==> src/rtl/prio_sched.sv <==
// Strict-priority, packet-atomic scheduler: grants the lowest-index queue holding a
// complete packet and forwards it word by word through a one-word output register.
module prio_sched #(
  parameter int NUM_PRIO   = 8,
  parameter int DATA_WIDTH = 16,
  parameter int PRIO_W     = 3
) (
  input  logic                           clk_i,
  input  logic                           rst_i,
  input  logic [NUM_PRIO-1:0]            q_ready_i,
  input  logic [NUM_PRIO-1:0]            q_sop_i,
  input  logic [NUM_PRIO-1:0]            q_eop_i,
  input  logic [NUM_PRIO-1:0]            q_vld_i,
  input  logic [NUM_PRIO*DATA_WIDTH-1:0] q_data_i,
  output logic [NUM_PRIO-1:0]            q_next_o,
  output logic                           out_sop_o,
  output logic                           out_eop_o,
  output logic                           out_vld_o,
  output logic [DATA_WIDTH-1:0]          out_data_o,
  input  logic                           out_ready_i,
  output logic [PRIO_W-1:0]              grant_id_o,
  output logic                           busy_o,
  output logic                           pkt_err_o
);

  // state | meaning
  // IDLE  | arbitrate among queues with a complete packet
  // XFER  | waiting to load the granted queue's head word
  // GAP   | one cycle for the FIFO to present its next head word
  localparam logic [1:0] ST_IDLE = 2'd0;
  localparam logic [1:0] ST_XFER = 2'd1;
  localparam logic [1:0] ST_GAP  = 2'd2;

  logic [1:0]            state_q, state_d;
  logic [PRIO_W-1:0]     grant_q, grant_d;
  logic                  busy_q, busy_d;
  logic                  first_q, first_d;
  logic [NUM_PRIO-1:0]   q_next_q, q_next_d;
  logic                  pkt_err_q, pkt_err_d;
  logic                  out_vld_q, out_vld_d;
  logic                  out_sop_q, out_sop_d;
  logic                  out_eop_q, out_eop_d;
  logic [DATA_WIDTH-1:0] out_data_q, out_data_d;

  logic [PRIO_W-1:0]     pick_idx;
  logic                  pick_any;
  logic                  hd_vld, hd_sop, hd_eop;
  logic [DATA_WIDTH-1:0] hd_data;
  logic                  slot_free, load;

  always_comb begin
    pick_idx = '0;
    pick_any = |q_ready_i;
    // Descending scan so the lowest set index wins.
    for (int i = NUM_PRIO - 1; i >= 0; i--) begin
      if (q_ready_i[i]) pick_idx = PRIO_W'(i);
    end
  end

  always_comb begin
    hd_vld    = q_vld_i[grant_q];
    hd_sop    = q_sop_i[grant_q];
    hd_eop    = q_eop_i[grant_q];
    hd_data   = q_data_i[grant_q*DATA_WIDTH +: DATA_WIDTH];
    slot_free = !out_vld_q || out_ready_i;
    load      = (state_q == ST_XFER) && hd_vld && slot_free;
  end

  always_comb begin
    state_d    = state_q;
    grant_d    = grant_q;
    busy_d     = busy_q;
    first_d    = first_q;
    q_next_d   = '0;
    pkt_err_d  = 1'b0;
    out_vld_d  = out_vld_q;
    out_sop_d  = out_sop_q;
    out_eop_d  = out_eop_q;
    out_data_d = out_data_q;

    case (state_q)
      ST_IDLE: begin
        if (pick_any) begin
          grant_d = pick_idx;
          busy_d  = 1'b1;
          first_d = 1'b1;
          state_d = ST_XFER;
        end
      end
      ST_XFER: begin
        if (load) begin
          q_next_d  = NUM_PRIO'(1) << grant_q;
          pkt_err_d = first_q ? !hd_sop : hd_sop;
          first_d   = 1'b0;
          if (hd_eop) begin
            busy_d  = 1'b0;
            state_d = ST_IDLE;
          end else begin
            state_d = ST_GAP;
          end
        end
      end
      ST_GAP:  state_d = ST_XFER;
      default: state_d = ST_IDLE;
    endcase

    // Load and accept in the same cycle replace the word without a bubble.
    if (load) begin
      out_vld_d  = 1'b1;
      out_sop_d  = hd_sop;
      out_eop_d  = hd_eop;
      out_data_d = hd_data;
    end else if (out_ready_i) begin
      out_vld_d  = 1'b0;
    end
  end

  always_ff @(posedge clk_i) begin
    if (rst_i) begin
      state_q    <= ST_IDLE;
      grant_q    <= '0;
      busy_q     <= 1'b0;
      first_q    <= 1'b0;
      q_next_q   <= '0;
      pkt_err_q  <= 1'b0;
      out_vld_q  <= 1'b0;
      out_sop_q  <= 1'b0;
      out_eop_q  <= 1'b0;
      out_data_q <= '0;
    end else begin
      state_q    <= state_d;
      grant_q    <= grant_d;
      busy_q     <= busy_d;
      first_q    <= first_d;
      q_next_q   <= q_next_d;
      pkt_err_q  <= pkt_err_d;
      out_vld_q  <= out_vld_d;
      out_sop_q  <= out_sop_d;
      out_eop_q  <= out_eop_d;
      out_data_q <= out_data_d;
    end
  end

  assign q_next_o   = q_next_q;
  assign out_sop_o  = out_sop_q;
  assign out_eop_o  = out_eop_q;
  assign out_vld_o  = out_vld_q;
  assign out_data_o = out_data_q;
  assign grant_id_o = grant_q;
  assign busy_o     = busy_q;
  assign pkt_err_o  = pkt_err_q;

endmodule

==> config.mk <==
export PLATFORM = sky130hd
export DESIGN_NAME = prio_sched
export DESIGN_NICKNAME = d
export VERILOG_FILES = /design/src/rtl/prio_sched.sv
export SDC_FILE = /design/constraint.sdc
export NUM_CORES = 1
export LEC_CHECK = 0
export CORE_ASPECT_RATIO = 1.1
export CORE_MARGIN = 5
export CORE_UTILIZATION = 30
export CTS_CLUSTER_SIZE = 12
export DETAILED_ROUTE_END_ITERATION = 10
export GPL_ROUTABILITY_DRIVEN = 0
export PLACE_DENSITY_LB_ADDON = 0.2
export SYNTH_ARGS = -nofsm -noshare
export SYNTH_HDL_FRONTEND = slang
export SYNTH_SLANG_ARGS = --single-unit
==> constraint.sdc <==
create_clock -name clk_i -period 1.8 [get_ports clk_i]
set_input_delay 0.54 -clock clk_i [delete_from_list [all_inputs] [get_ports clk_i]]
set_output_delay 0.54 -clock clk_i [all_outputs]
set_load 0.01 [all_outputs]
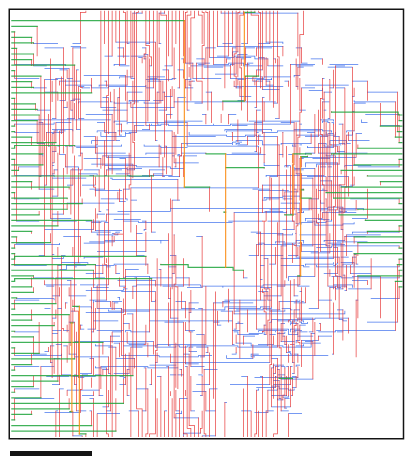
**Above:** run 1 (routed metal, one colour a layer).
Scale bar: 20 um.
legend:
  green:
    layer: metal 3
    wire_length: 1040 um
  orange:
    layer: metal 4
    wire_length: 188 um
  red:
    layer: metal 2
    wire_length: 5200 um
  blue:
    layer: metal 1
    wire_length: 3270 um
routed vias: 2611
drt total wl: 9701 um
final routed wire length divided by cell count: 18.20 um
global-route usage over all layers: 0.1892

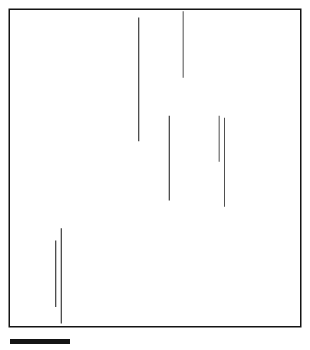
**Above:** run 1 (signal wires on met4).
Scale bar: 20 um.
share of all routed wire: 1.9%
wire length on this layer: 188 um
longest straight run: 40.8 um
nets with wire on the layer: 7
main direction: vertical

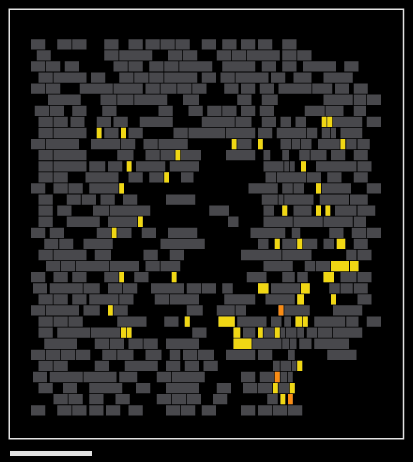
**Above:** run 1 (selected gate families).
Scale bar: 20 um.
legend:
  orange:
    family: inverters
    cells: 3
  yellow:
    family: NOR gates
    cells: 45
final non-filler cell total: 533
combinational fraction of the cell area: 0.3433
most common cell after layout, fill and taps aside: clkdlybuf4s50_1

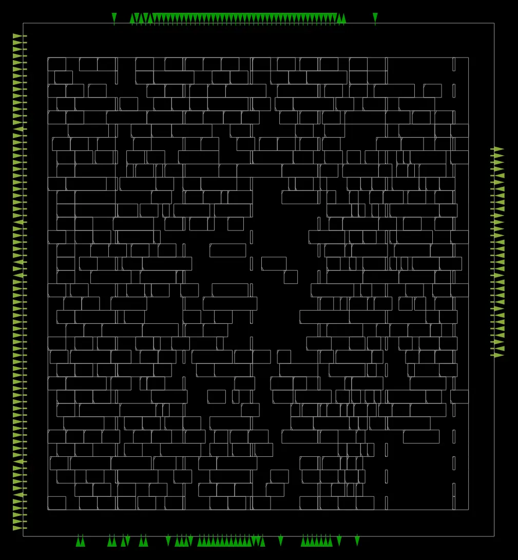
**Above:** run 1 (cell placement).
sequential share of cell area: 0.1423
core area: 7955 um^2
end-of-flow core utilization: 0.6277
n_taps: 108
count of filler cells inserted in the layout: 621

==> notes.md, run 1 <==
Implementation summary

The run finished, with violations left. The final reports fail on negative setup slack. The combined buffer and inverter count along the critical path is 4. For reference, the critical path cell chain is buf_12 -> mux2_4 -> o211ai_1 -> a211oi_4 -> buf_6 -> buf_12 -> buf_4 -> nor2_4 -> a211oi_2. The number of placement rows is 34. The fraction of final cell area spent on non-clock buffers in this run is 0.4625. The synthesized netlist has a Yosys-reported chip area of 2460 um^2. The sum of negative setup slack is -360.4 ps. After detailed routing, the met3 layer carries 1038 um of wire. The cell count of the worst hold path is 2. Per the skew report, the later register of the worst-skew pair sees a clock latency of 280 ps. The final antenna diode count is 0. Per STA, the highest per-stage delay on the worst path measures 380 ps. The final setup skew is 5.186 ps.

When the netlist entered floorplanning its net count stood at 372. The total DRC errors in the routed layout is 0. The final timing summary puts the cycle share of the worst path at 1.027.

The clock network fraction of total power is 0.226. The power density over the cells is 625.3 nW/um^2. The pin count of the biggest net entering global routing is 23.

On met3, the global router reports a usage of 0.08483. The number of distinct library cells after synthesis is 36. The ratio of cells with drive above 1 in the final layout is 0.2588. The initial core utilization is 0.3092. The I/O pin count is 195. The critical path endpoint has a required time of 1970 ps. The first global-routing pass estimated 14550 um of wire. The power report lists the combinational group at 0.00150 W. The final timing report counts setup violations totalling 16. The detailed router used layers up to and including met4.

The cell internal power dissipation is 0.002255 W. In the final layout, the clock buffer count is 5. Ranked by power, first place goes to combinational cells. The endpoint of the worst hold-timing path is out_data_o[4]. In the per-layer breakdown of the detailed-route log, met1 shows 3271 um. The worst reg2reg path endpoint is out_sop_o. Relative to the synthesized area, the layout overhead comes to 103.0%. The worst setup slack after layout is -48.09 ps. The flip-flop count of the largest register, all copies and words added is 16.

Sequential cells placed in the final layout were counted as 35. By area, non-clock buffers come first. For this design, the slowest cell found on the critical path is dfxtp_4.
run 1: metrics by stage:
| stage | std cells | util | hold slack [ps] | instance area [um^2] |
|---|---|---|---|---|
| after detailed placement | 515 | 0.5838 | 485.8 | 4644 |
| after global placement | 515 | 0.5838 | 470.2 | 4644 |
| after CTS | 531 | 0.6176 | 505.6 | 4913 |
| final | 533 | 0.6277 | 498.0 | 4994 |
| after floorplan | 209 | - | 479.7 | 2466 |
| after global routing | 533 | 0.6277 | 519.2 | 4994 |
run 1: cell families (layout without fill, tap and decap cells):
kind of cell	Yosys count	after routing	synth area share
AOI/OAI and AO/OA	22	22	0.07528
xor gates and xnor gates	1	1	0.003561
and+or+nand+nor	60	60	0.1119
buffers and inverters	19	235	0.04832
DFF	35	35	0.2848
muxes	72	72	0.4761
==> run 2: changes to the inputs <==
CTS_BUF_LIST = sky130_fd_sc_hd__clkbuf_16   (was not set)
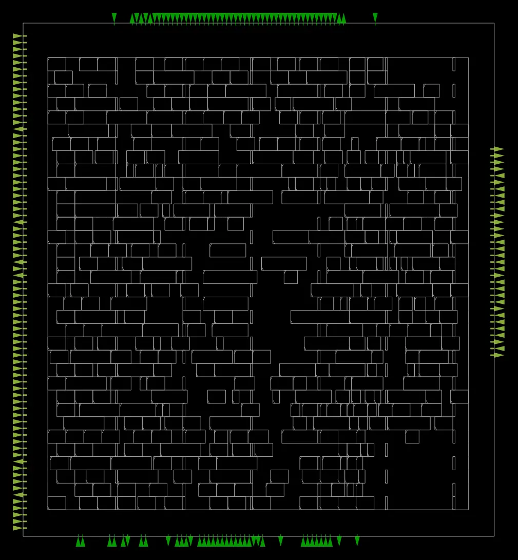
**Above:** run 2 (cell placement).
count of filler cells inserted in the layout: 634
sequential share of cell area: 0.1410
end-of-flow core utilization: 0.6326

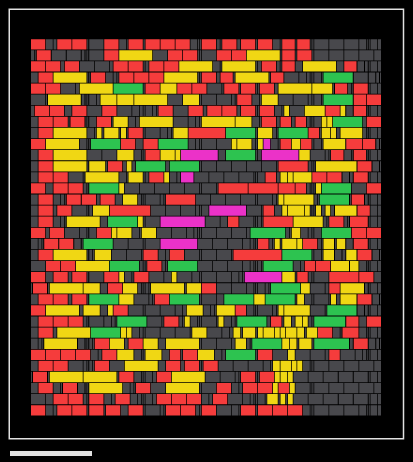
**Above:** run 2 (placed cells, one colour a class).
Scale bar: 20 um. Fill, decap, tap and diode cells in grey.
legend:
  red:
    class: other buffers and delay cells
    cells: 224
  green:
    class: flops
    cells: 35
  magenta:
    class: clock drivers and dummy loads
    cells: 8
  yellow:
    class: combinational and other logic
    cells: 158
number of placement rows: 34
Final Instance Area: 5032 um^2

==> run 2 against run 1 <==
Effect of this change: the run still ends with negative setup slack left; first-iteration DRC count is 25% higher; synthesized cell count stayed put; flip-flop count stayed put; critical path depth stayed put; critical endpoint is now out_data_o[12]; largest power group unchanged; highest routed layer unchanged.
==> notes.md, run 2 <==
Implementation summary

The hold buffer count at cts is 0. The sum of negative setup slack is -578.2 ps (-217.8 ps). In the power breakdown, the biggest contributor is combinational cells. The delay of the slowest critical-path stage was 370 ps (about the same). For this run, asynchronously set or reset flops after synthesis account for 0. The cell internal power dissipation is 0.002492 W (+11%). The filler-free cell count of the finished design came to 533 (unchanged).

The chip area in the Yosys report is 2460 um^2 (unchanged). The clock network fraction of total power came to 0.288 (+0.062). The xor and xnor fraction of the mapped netlist area is 0.003561 (unchanged).

The per-cell routed wire length was 18.23 um (+0.15%). The share of the Yosys chip area taken by registers is 0.2848. The sum of routed wire length over all layers is 9716 um (+0.15%). The most common cell after layout, fill and taps aside is clkdlybuf4s50_1. STA shows the worst min-delay path finishing at out_data_o[14]. The area fraction in compound gates was 0.07528 (unchanged). The synthesis run identifies the leading combinational cell family as multiplexers. The combined buffer and inverter count along the critical path came to 4 (unchanged). The mux cell area share after synthesis is 0.4761 (unchanged). The ratio of cells with drive above 1 in the final layout was 0.2541 (-0.004706). The worst reg2reg path endpoint is out_data_o[12].

The flop and latch count out of synthesis is 35. The final setup violation count is 19 (+3). The critical path's slowest cell is dfxtp_4. The total placed cells including tap cells was 515 (unchanged). Per STA, the worst path is made up of buf_12 -> buf_6 -> mux2_4 -> o22ai_4 -> a211oi_4 -> buf_6 -> clkbuf_16 -> mux2i_1 -> nor2_1. The portion of the clock cycle consumed by the worst path in the final layout is 1.029 (+0.002159).

The post-synthesis adder-cell area fraction is 0 (unchanged). From synthesis to final layout, the design area changed by 104.6%. The initial core utilization was 0.3092 (unchanged). The final reports fail on negative setup slack. The global-route wire length before repair is 14510 um (-0.24%).

The post-synth tally of flip-flops with integrated enable is 0. The power density over the cells is 672.2 nW/um^2 (+7.5%). The final antenna diode count was 0 (unchanged). The total DRC errors in the routed layout is 0 (unchanged). The met1 wire length came to 3226 um (-1.4%).

The overall global routing resource usage is 0.1892 (unchanged). The sequential group share of total power is 0.271. The latest clock arrival within the worst-skew pair is 270 ps (about the same). The final setup skew is 2.866 ps (-2.321 ps). The cell count of the worst hold path is 2 (unchanged). The post-synthesis net count is 372 (unchanged). The via count of the routed design is 2609 (-0.077%). The run finished, with violations left. The final hold slack was 496.4 ps (-1.615 ps).

The flip-flop count of the largest register, all copies and words added came to 16 (unchanged). The data required time at the worst endpoint is 1960 ps (about the same). The combinational cell power is 0.00149 W (about the same). The worst setup slack after layout is -51.97 ps (-3.886 ps). The total met3 wirelength after detailed routing came to 1046 um (+0.77%). The placed instance area is 4644 um^2 (unchanged).

Signal nets in the final route climb as high as met4. The area fraction in and, or, nand and nor cells after synthesis came to 0.1119 (unchanged). The pin count of the biggest net entering global routing came to 23 (unchanged).

The met3 track demand over resource is 0.08267 (-0.002157). The number of distinct library cells after synthesis is 36 (unchanged). The I/O pin count came to 195 (unchanged).

Of the post-synthesis cell area, the dominant cell type holds 0.3113. The type of destination of the critical path is a flop. The routed wire length on met2 is 5298 um.
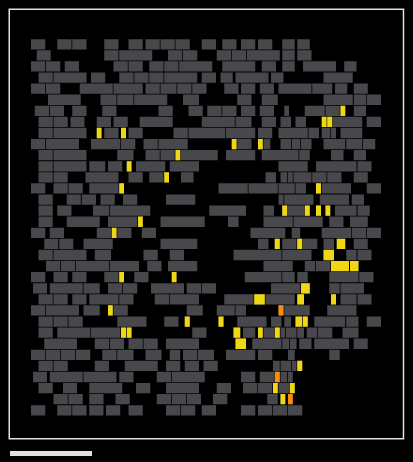
**Above:** run 2 (selected gate families).
Scale bar: 20 um.
legend:
  orange:
    family: inverters
    cells: 3
  yellow:
    family: NOR gates
    cells: 45
combinational fraction of the cell area: 0.3396

[run 2: cell counts after synthesis]
No cell type changed its count.
[run 2: cell type report]
| class | count | area (um^2) |
|---|---|---|
| Clock buffer | 5 | 125.1 |
| Clock inverter | 3 | 43.79 |
| Fill cell | 634 | 2923 |
| Inverter | 3 | 11.26 |
| Multi-Input combinational cell | 155 | 1709 |
| Sequential cell | 35 | 709.4 |
| Tap cell | 108 | 135.1 |
| Timing Repair Buffer | 224 | 2298 |
[run 2: worst reg2reg max path, stage by stage (launching register included)]
cell and delay (ps):
dfxtp_4 370, buf_12 150, buf_6 120, mux2_4 200
o22ai_4 80, a211oi_4 260, buf_6 170, clkbuf_16 150
mux2i_1 180, nor2_1 60
No activity file was given, so power comes from the tool's default toggle rates.
